`src/rtl/uart_rx_fifo.sv`:
```
// UART receiver (8N1-style, LSB first) feeding a small first-word-fall-through FIFO.
// Adds start-bit glitch rejection, framing-error and overflow pulses.
module uart_rx_fifo #(
  parameter int CLOCKS_PER_PULSE = 5208,
  parameter int DATA_WIDTH       = 8,
  parameter int FIFO_DEPTH       = 4
) (
  input  logic                          clk,
  input  logic                          rstn,
  input  logic                          rx,
  output logic [DATA_WIDTH-1:0]         data_out,
  output logic                          data_valid,
  input  logic                          data_ready,
  output logic                          frame_err,
  output logic                          overflow,
  output logic                          rx_busy,
  output logic [$clog2(FIFO_DEPTH):0]   fifo_count
);

  localparam int CW = $clog2(CLOCKS_PER_PULSE);
  localparam int IW = (DATA_WIDTH > 1) ? $clog2(DATA_WIDTH) : 1;
  localparam int AW = $clog2(FIFO_DEPTH);

  localparam logic [CW-1:0] CNT_LAST = CW'(CLOCKS_PER_PULSE - 1);
  localparam logic [CW-1:0] CNT_HALF = CW'(CLOCKS_PER_PULSE / 2 - 1);
  localparam logic [IW-1:0] IDX_LAST = IW'(DATA_WIDTH - 1);
  localparam logic [AW:0]   DEPTH    = (AW+1)'(FIFO_DEPTH);

  typedef enum logic [2:0] {
    S_IDLE,
    S_START,
    S_DATA,
    S_STOP,
    S_BREAK
  } state_e;

  state_e                               state_q, state_d;
  logic                                 rx_meta_q, rx_s_q;
  logic [CW-1:0]                        cnt_q, cnt_d;
  logic [IW-1:0]                        idx_q, idx_d;
  logic [DATA_WIDTH-1:0]                shift_q, shift_d;
  logic                                 frame_ok, frame_bad;

  logic [FIFO_DEPTH-1:0][DATA_WIDTH-1:0] mem_q;
  logic [AW-1:0]                        wr_ptr_q, rd_ptr_q;
  logic [AW:0]                          count_q, count_d;
  logic                                 pop, push_ok;
  logic                                 frame_err_q, overflow_q;

  // Two-stage synchronizer; idles high so reset never looks like a start edge.
  always_ff @(posedge clk or negedge rstn) begin
    if (!rstn) begin
      rx_meta_q <= 1'b1;
      rx_s_q    <= 1'b1;
    end else begin
      rx_meta_q <= rx;
      rx_s_q    <= rx_meta_q;
    end
  end

  always_ff @(posedge clk or negedge rstn) begin
    if (!rstn) begin
      state_q <= S_IDLE;
      cnt_q   <= '0;
      idx_q   <= '0;
      shift_q <= '0;
    end else begin
      state_q <= state_d;
      cnt_q   <= cnt_d;
      idx_q   <= idx_d;
      shift_q <= shift_d;
    end
  end

  always_comb begin
    state_d   = state_q;
    cnt_d     = cnt_q;
    idx_d     = idx_q;
    shift_d   = shift_q;
    frame_ok  = 1'b0;
    frame_bad = 1'b0;
    case (state_q)
      S_IDLE: begin
        if (!rx_s_q) begin
          state_d = S_START;
          cnt_d   = '0;
        end
      end
      S_START: begin
        // Half a bit in: still low means a real start bit, and the counter
        // restarts so every later sample lands mid-bit.
        if (cnt_q == CNT_HALF) begin
          cnt_d   = '0;
          idx_d   = '0;
          state_d = rx_s_q ? S_IDLE : S_DATA;
        end else begin
          cnt_d = cnt_q + 1'b1;
        end
      end
      S_DATA: begin
        if (cnt_q == CNT_LAST) begin
          cnt_d          = '0;
          shift_d[idx_q] = rx_s_q;
          if (idx_q == IDX_LAST) state_d = S_STOP;
          else                   idx_d   = idx_q + 1'b1;
        end else begin
          cnt_d = cnt_q + 1'b1;
        end
      end
      S_STOP: begin
        if (cnt_q == CNT_LAST) begin
          cnt_d = '0;
          if (rx_s_q) begin
            frame_ok = 1'b1;
            state_d  = S_IDLE;
          end else begin
            frame_bad = 1'b1;
            state_d   = S_BREAK;
          end
        end else begin
          cnt_d = cnt_q + 1'b1;
        end
      end
      S_BREAK: begin
        // A held-low line must go high again before a new frame can start.
        if (rx_s_q) state_d = S_IDLE;
      end
      default: state_d = S_IDLE;
    endcase
  end

  // A full FIFO still accepts a word when the head leaves in the same cycle.
  assign pop     = data_ready && (count_q != '0);
  assign push_ok = frame_ok && ((count_q != DEPTH) || pop);

  always_comb begin
    count_d = count_q;
    if (push_ok && !pop)      count_d = count_q + 1'b1;
    else if (!push_ok && pop) count_d = count_q - 1'b1;
  end

  always_ff @(posedge clk or negedge rstn) begin
    if (!rstn) begin
      mem_q    <= '0;
      wr_ptr_q <= '0;
      rd_ptr_q <= '0;
      count_q  <= '0;
    end else begin
      if (push_ok) begin
        mem_q[wr_ptr_q] <= shift_q;
        wr_ptr_q        <= wr_ptr_q + 1'b1;
      end
      if (pop) rd_ptr_q <= rd_ptr_q + 1'b1;
      count_q <= count_d;
    end
  end

  always_ff @(posedge clk or negedge rstn) begin
    if (!rstn) begin
      frame_err_q <= 1'b0;
      overflow_q  <= 1'b0;
    end else begin
      frame_err_q <= frame_bad;
      overflow_q  <= frame_ok && !push_ok;
    end
  end

  assign data_out   = mem_q[rd_ptr_q];
  assign data_valid = (count_q != '0);
  assign fifo_count = count_q;
  assign frame_err  = frame_err_q;
  assign overflow   = overflow_q;
  assign rx_busy    = (state_q != S_IDLE);

endmodule

```
`config.mk`:
```
export PLATFORM = sky130hd
export DESIGN_NAME = uart_rx_fifo
export DESIGN_NICKNAME = d
export VERILOG_FILES = /design/src/rtl/uart_rx_fifo.sv
export SDC_FILE = /design/constraint.sdc
export NUM_CORES = 1
export LEC_CHECK = 0
export ABC_AREA = 0
export CAP_MARGIN = 20
export CORE_MARGIN = 4
export CORE_UTILIZATION = 55
export DETAILED_ROUTE_END_ITERATION = 12
export PLACE_DENSITY = 0.74
export SYNTH_ARGS = -nofsm -noshare
export SYNTH_HDL_FRONTEND = slang
export SYNTH_SLANG_ARGS = --single-unit
```
`constraint.sdc`:
```
create_clock -name clk -period 3.5 [get_ports clk]
set_clock_uncertainty 0.15 [all_clocks]
set_input_delay 0.7 -clock clk [delete_from_list [all_inputs] [get_ports clk]]
set_output_delay 0.7 -clock clk [all_outputs]
set_load 0.02 [all_outputs]
```
run_1/m2.png
Scale: 6 px per µm.
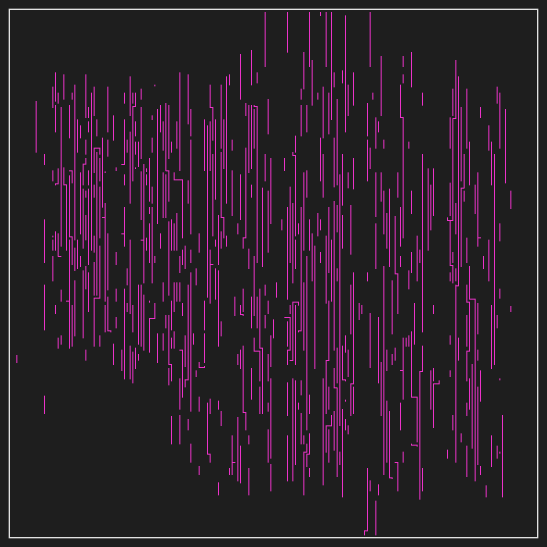
The wires run mostly vertical. The layer holds 50% of the routed length. The longest straight run is 41.8 µm.

run_1/congestion_map.png
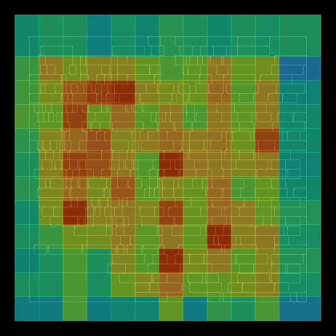
Total Routing Usage GR: 0.188
met1 Use GR: 0.250
wire length per cell: 16.6 µm
final core utilization: 0.639

run_1/m1.png
Scale: 6 px per µm. Supply wires on this layer in gray.
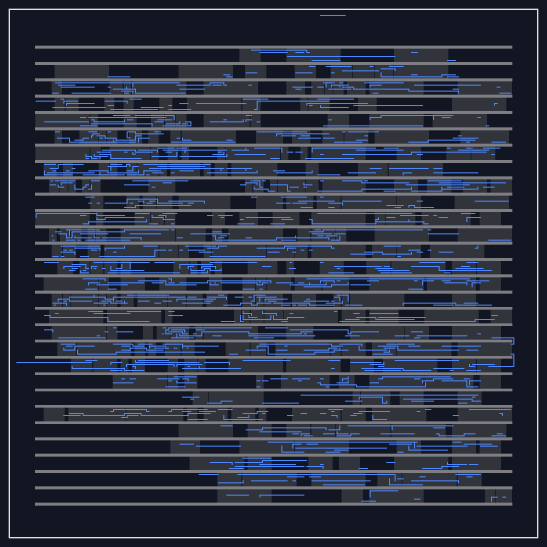
The layer holds 46% of the routed length. The wires run mostly horizontal. The layer carries 2900 µm of wire.
via count: 2245
total detailed-routing wirelength: 6.36 mm

==> results_slide.txt, run 1 <==
Run Summary

Run status
  – Outcome: finished clean

Setup path
  – Buf/Inv on CP: 1
  – Slowest stage delay, CP: 0.72 ns
  – Crit-path slowest cell: dfrtp_1
  – WS Path Type: reg -> out
  – Crit path DAT: 2.20 ns
  – Crit path max fanout: 10
  – Worst setup EP type: output pin
  – Startpoint types: register
  – Worst path cell trace: mux4_2, clkdlybuf4s50_1
  – Delay-heaviest family, CP: flip-flops
  – Worst path required time: 2.65 ns

Placed design
  – Post-Place Cells: 368
  – PortBufs: 18
  – Placer congestion estimate: 0.811
  – Post-DP Area: 3710 µm²
  – Dpl hpwl: 4.30 mm
  – Worst slack, placed: 0.410 ns

Clock network
  – CTS clk-pin slew, worst paths: 0.07 ns
  – CTS Hold Bufs: 0
  – Root buffer cell: clkbuf_8
  – Clk_lat worst skew: 0.33 ns
  – Post-CTS Resized: 0
  – Clk sinks: 70
  – Setup bufs post-CTS: 0
  – CTS Buf Count: 9
  – CTS tree: yes
  – Clock buffer depth: 2
  – H-tree depth: 3

Detailed routing
  – Met2 routed WL: 3.20 mm
  – Top sig layer: met4
  – Antenna Nets Post-Route: 0
  – DRC violations left: 0
  – Pre-antenna DRT Iters: 4
  – Vias per inst: 5.86
  – Metal3 WL: 195 µm
  – Met1 Wirelength: 2.90 mm
  – 1st-iter DRT viols: 74

Logic synthesis
  – Synth flops: 70
  – Top cells by area: dfrtp_1 (49%), mux2_1 (10%), mux4_2 (5.1%)
  – MUX area fraction: 0.190
  – Area reported by Yosys stat: 3500 µm²
  – Number of library cell types mapped by synthesis: 51
  – Prevailing post-synth register cell: dfrtp_1
  – Ys async rst share: 1.00
  – Main logic family after synthesis: multiplexers
  – Mapped cell area: 3500 µm²
  – Ys Warns: 0
  – Synth Area in Adders: 0.0343
  – Avg Cell Area, Syn: 12.2 µm²
  – XOR Share, Synth: 0.0150
  – Ao+oa area frac: 0.0671
  – Basic Gates by Area: 0.163
  – Ys cells: 287
  – Yosys top cell by instances: dfrtp_1
  – EDFF count, synth: 0
  – Largest type area fraction: 0.486
  – Seq share, synth: 0.501
  – Top cells by count: dfrtp_1 (68), mux2_1 (32), nor2_1 (18), a21oi_1 (13), nand2_1 (13)
  – Synth Instances: 287
  – Post-synth top area cell: dfrtp_1
  – Post-Syn Nets: 300

Final timing
  – Min cycle time layout: 3.05 ns
  – Slew at the pin closest to its max-slew limit: 0.873 ns
  – Slew Viols, Final: 0
  – Final setup vio count: 0
  – Setup ws final: 0.447 ns
  – Setup TNS: 0 ns
  – Final Hold Viols: 0
  – Final hold slack: 0.206 ns
  – Final period util: 0.872
  – Unrepaired setup endpoints after global routing: no
  – FMAX: 328 MHz
  – Rel. slew slack: 0.418

Floorplan
  – Initial core utilization: 0.578
  – Number of tapcells: 75
  – Die Y: 87.8 µm
  – Die Width: 87.8 µm
  – Core area: 6060 µm²
  – Row count: 28
  – Io pins: 19
  – Full die area: 7710 µm²

Cells and area
  – Clock buffers: 10
  – Top class by area: sequential cells
  – Combinational Area: 1640 µm²
  – Area growth from synthesis to layout: 10.5%
  – Top cells excl fill/tap: dfrtp_1 (68), mux2_1 (32), nor2_1 (18)
  – Biggest register: mem_q
  – Max reg flops: 32
  – Nonclk buf count: 20
  – Inserted Diodes: 0
  – Fill count: 466
  – Most used logic cell in the final layout: dfrtp_1
  – Layout cell share with drive strength beyond 1: 0.159
  – Top Registers: mem_q: 32 flops, cnt_q: 13 flops, shift_q: 8 flops
  – Seq area share: 0.453
  – Data buffer area share: 0.0491
  – Filler-free cell count of the finished design: 383
  – Seq_cells: 70
  – Logic share of the area: 0.425
  – FF+latch area: 1750 µm²
  – Nets@finish: 317
  – Design Area, Final: 3870 µm²
  – #MultiIn Comb: 194
  – Inverters: 9
  – Clock buf/inv share: 0.0401

Power and ir drop
  – Leak: 1.82 nW
  – Flop pwr share: 0.554
  – Net Sw Frac: 0.273
  – Net Switching: 0.455 mW
  – Seq group: 0.923 mW
  – P_clk: 0.531 mW
  – Clock power share: 0.318
  – Internal: 1.21 mW
  – Combinational power: 0.213 mW
  – Power Density: 431 nW/µm²
  – Worst vdd rail ir drop: 0.389 mV
  – Top power group: registers
  – Tot Pwr: 1.67 mW
  – Comb pwr share: 0.128

Flow run
  – Count of tool warnings: 29
  – MaxCap Viol Count: 0

GRT
  – Largest net degree at the start of global routing: 71
  – GRT overflow: 0
  – Initial antenna violation count: 0
  – Vias in the first global route: 2309
  – Global-route wire length before repair: 11.2 mm

Hold path
  – Worst hold path type: reg -> reg
## run 1: worst paths after layout
check / cells past startpoint / slack (ns) / from / endpoint
max: 2 / 0.45 / rd_ptr_q[0] / data_out[1]
min: 0 / 0.21 / rx_meta_q / rx_s_q
min in group asynchronous: 2 / 0.41 / rstn / mem_q[7]
max reg2reg: 10 / 0.73 / cnt_q[0] / fifo_count[2]
min reg2reg: 0 / 0.21 / rx_meta_q / rx_s_q
max in group asynchronous: 2 / 2.22 / rstn / mem_q[27]
## run 1: metal layers
layer | vias up | global-route usage
li1 | 1067 | -
met1 | 1136 | 0.250
met2 | 35 | 0.308
met3 | 7 | 0.0320
met4 | 0 | 0.0725
met5 | - | 0
run_1/m3.png
Scale: 6 px per µm.
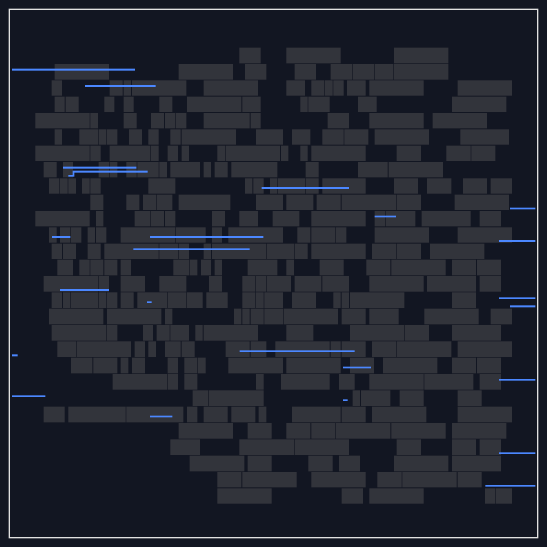

==> run 2: changes to the inputs <==
- RECOVER_POWER: not set -> 100
run_2/m3.png
Scale: 6 px per µm.
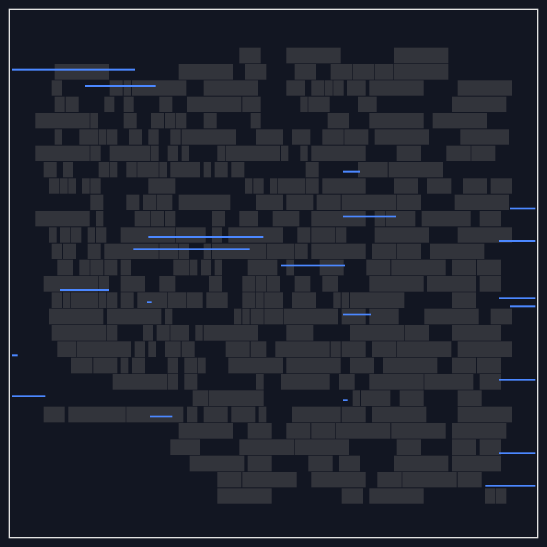
13 nets have wire on it. The layer holds 2.4% of the routed length. The wires run mostly horizontal. The layer carries 152 µm of wire.
total detailed-routing wirelength: 6.32 mm
GR Util met3: 0.0320
via count: 2229

run_2/clock_wires.png
Scale: 3 px per µm.
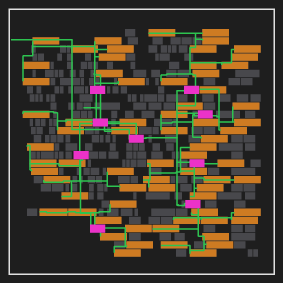
Green stands for clock wires, length 806 µm. Orange stands for flip-flops, count 70. Magenta stands for clock-net drivers, count 9.
Position of the flops: all over the die. There are 10 routed clock nets.
clk_lat worst skew: 0.33 ns
clock power share: 0.320

==> run 2 against run 1 <==
- the flow now finishes with violations (capacitance limit, slew limit)
- hold slack is essentially flat
- largest cell class unchanged
- critical endpoint unchanged
- setup slack lost 0.10 ns
- utilization down 0.87 points
- synthesized cell count is the same
- first-iteration DRC count up 9.5%
- register-to-register slack lost 0.28 ns
- count of clock-buffer cells in the layout is the same
==> results_slide.txt, run 2 <==
Run Summary

Power and ir drop
  – Worst vdd rail ir drop: 0.381 mV (-2.0%)
  – Leak: 1.82 nW (+0.14%)
  – Tot Pwr: 1.65 mW (-0.69%)
  – Net Switching: 0.452 mW (-0.60%)
  – Comb pwr share: 0.122 (-0.006)

Floorplan
  – Core area: 6060 µm² (unchanged)
  – Initial core utilization: 0.578 (unchanged)
  – Row count: 28 (unchanged)
  – Die Y: 87.8 µm (unchanged)
  – Number of tapcells: 75 (unchanged)
  – Io pins: 19 (unchanged)
  – Die Width: 87.8 µm (unchanged)

Final timing
  – Final Hold Viols: 0 (unchanged)
  – Rel. slew slack: -0.109 (-0.527)
  – Setup ws final: 0.343 ns (-0.104 ns)
  – FMAX: 317 MHz (-3.3%)
  – Slew Viols, Final: 71 (+71)

Flow run
  – Count of tool warnings: 29 (unchanged)
  – MaxCap Viol Count: 1 (+1)

Detailed routing
  – Vias per inst: 5.82 (-0.71%)
  – Top sig layer: met4
  – Antenna Nets Post-Route: 0 (unchanged)
  – Pre-antenna DRT Iters: 4 (unchanged)
  – Met2 routed WL: 3.14 mm (-1.9%)

Cells and area
  – Seq area share: 0.460 (+0.00624)
  – Clock buf/inv share: 0.0406 (+0.000552)
  – Most used logic cell in the final layout: dfrtp_1
  – Top Registers: mem_q: 32 flops, cnt_q: 13 flops, shift_q: 8 flops
  – Nets@finish: 317 (unchanged)
  – Logic share of the area: 0.417 (-0.00727)
  – Clock buffers: 10 (unchanged)
  – Biggest register: mem_q
  – FF+latch area: 1750 µm² (unchanged)
  – Combinational Area: 1590 µm² (-3.0%)

Logic synthesis
  – Ao+oa area frac: 0.0671 (unchanged)
  – Seq share, synth: 0.501 (unchanged)
  – Mapped cell area: 3500 µm² (unchanged)
  – Avg Cell Area, Syn: 12.2 µm² (unchanged)
  – Yosys top cell by instances: dfrtp_1
  – Largest type area fraction: 0.486 (unchanged)
  – Area reported by Yosys stat: 3500 µm² (unchanged)
  – Ys async rst share: 1.00 (unchanged)
  – EDFF count, synth: 0 (unchanged)
  – Post-synth top area cell: dfrtp_1

Clock network
  – Clock buffer depth: 2 (unchanged)
  – Clk sinks: 70 (unchanged)
  – CTS Hold Bufs: 0 (unchanged)
  – CTS clk-pin slew, worst paths: 0.07 ns (about the same)

Run status
  – Failing checks: capacitance limit, slew limit
  – Outcome: complete, but fails checks

Placed design
  – Post-DP Area: 3710 µm² (unchanged)
  – Post-Place Cells: 368 (unchanged)

Hold path
  – Hold_sp: rx_meta_q
  – Worst hold path type: reg -> reg
  – Worst Hold Depth: 0 (unchanged)

GRT
  – Largest net degree at the start of global routing: 71 (unchanged)
  – Initial antenna violation count: 0 (unchanged)
  – Global-route wire length before repair: 11.2 mm (unchanged)
  – Met1 Use GR: 0.250 (unchanged)

Setup path
  – Reg2reg path depth: 6 (-4)
  – Startpoint types: register
  – Worst setup EP type: output pin
  – Worst path required time: 2.65 ns (about the same)
  – Reg-to-Reg End: mem_q[23]
  – Crit path DAT: 2.31 ns (+0.11 ns)
  – RR Startpoint: cnt_q[0]
  – Delay-heaviest family, CP: flip-flops
  – WS Path Type: reg -> out
  – Crit path max fanout: 10 (unchanged)
run_2/m2.png
Scale: 6 px per µm.
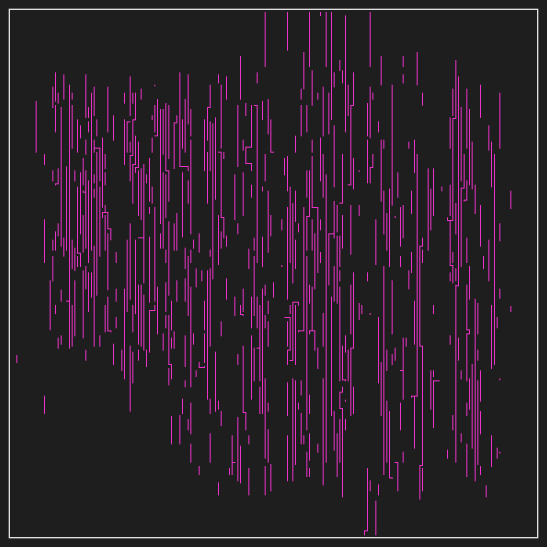
The wires run mostly vertical. The longest straight run is 47.9 µm. 275 nets have wire on it.

[run 2: power by group through the flow]
stage          combinational [mW]  clock, mW  sequential (mW)
2_1_floorplan               0.156          0            0.903
3_3_place_gp                0.208          0            0.939
3_5_place_dp                0.218          0            0.942
4_1_cts                     0.217      0.541            0.927
5_1_grt                     0.221      0.583            0.935
6_report                    0.202      0.530            0.922
[run 2: how the worst max path moves through the flow]
stage	startpoint	to	slack (ns)	depth (start not counted)
6_report	rd_ptr_q[0]	data_out[1]	0.34	2
5_1_grt	data_ready	mem_q[23]	0.17	6
4_1_cts	rd_ptr_q[0]	data_out[1]	0.39	2
3_5_place_dp	data_ready	fifo_count[1]	0.41	7
3_3_place_gp	data_ready	fifo_count[1]	0.49	7
2_1_floorplan	data_ready	fifo_count[1]	0.97	6
Power figures rest on the tool's default switching activity, not on a simulated workload.
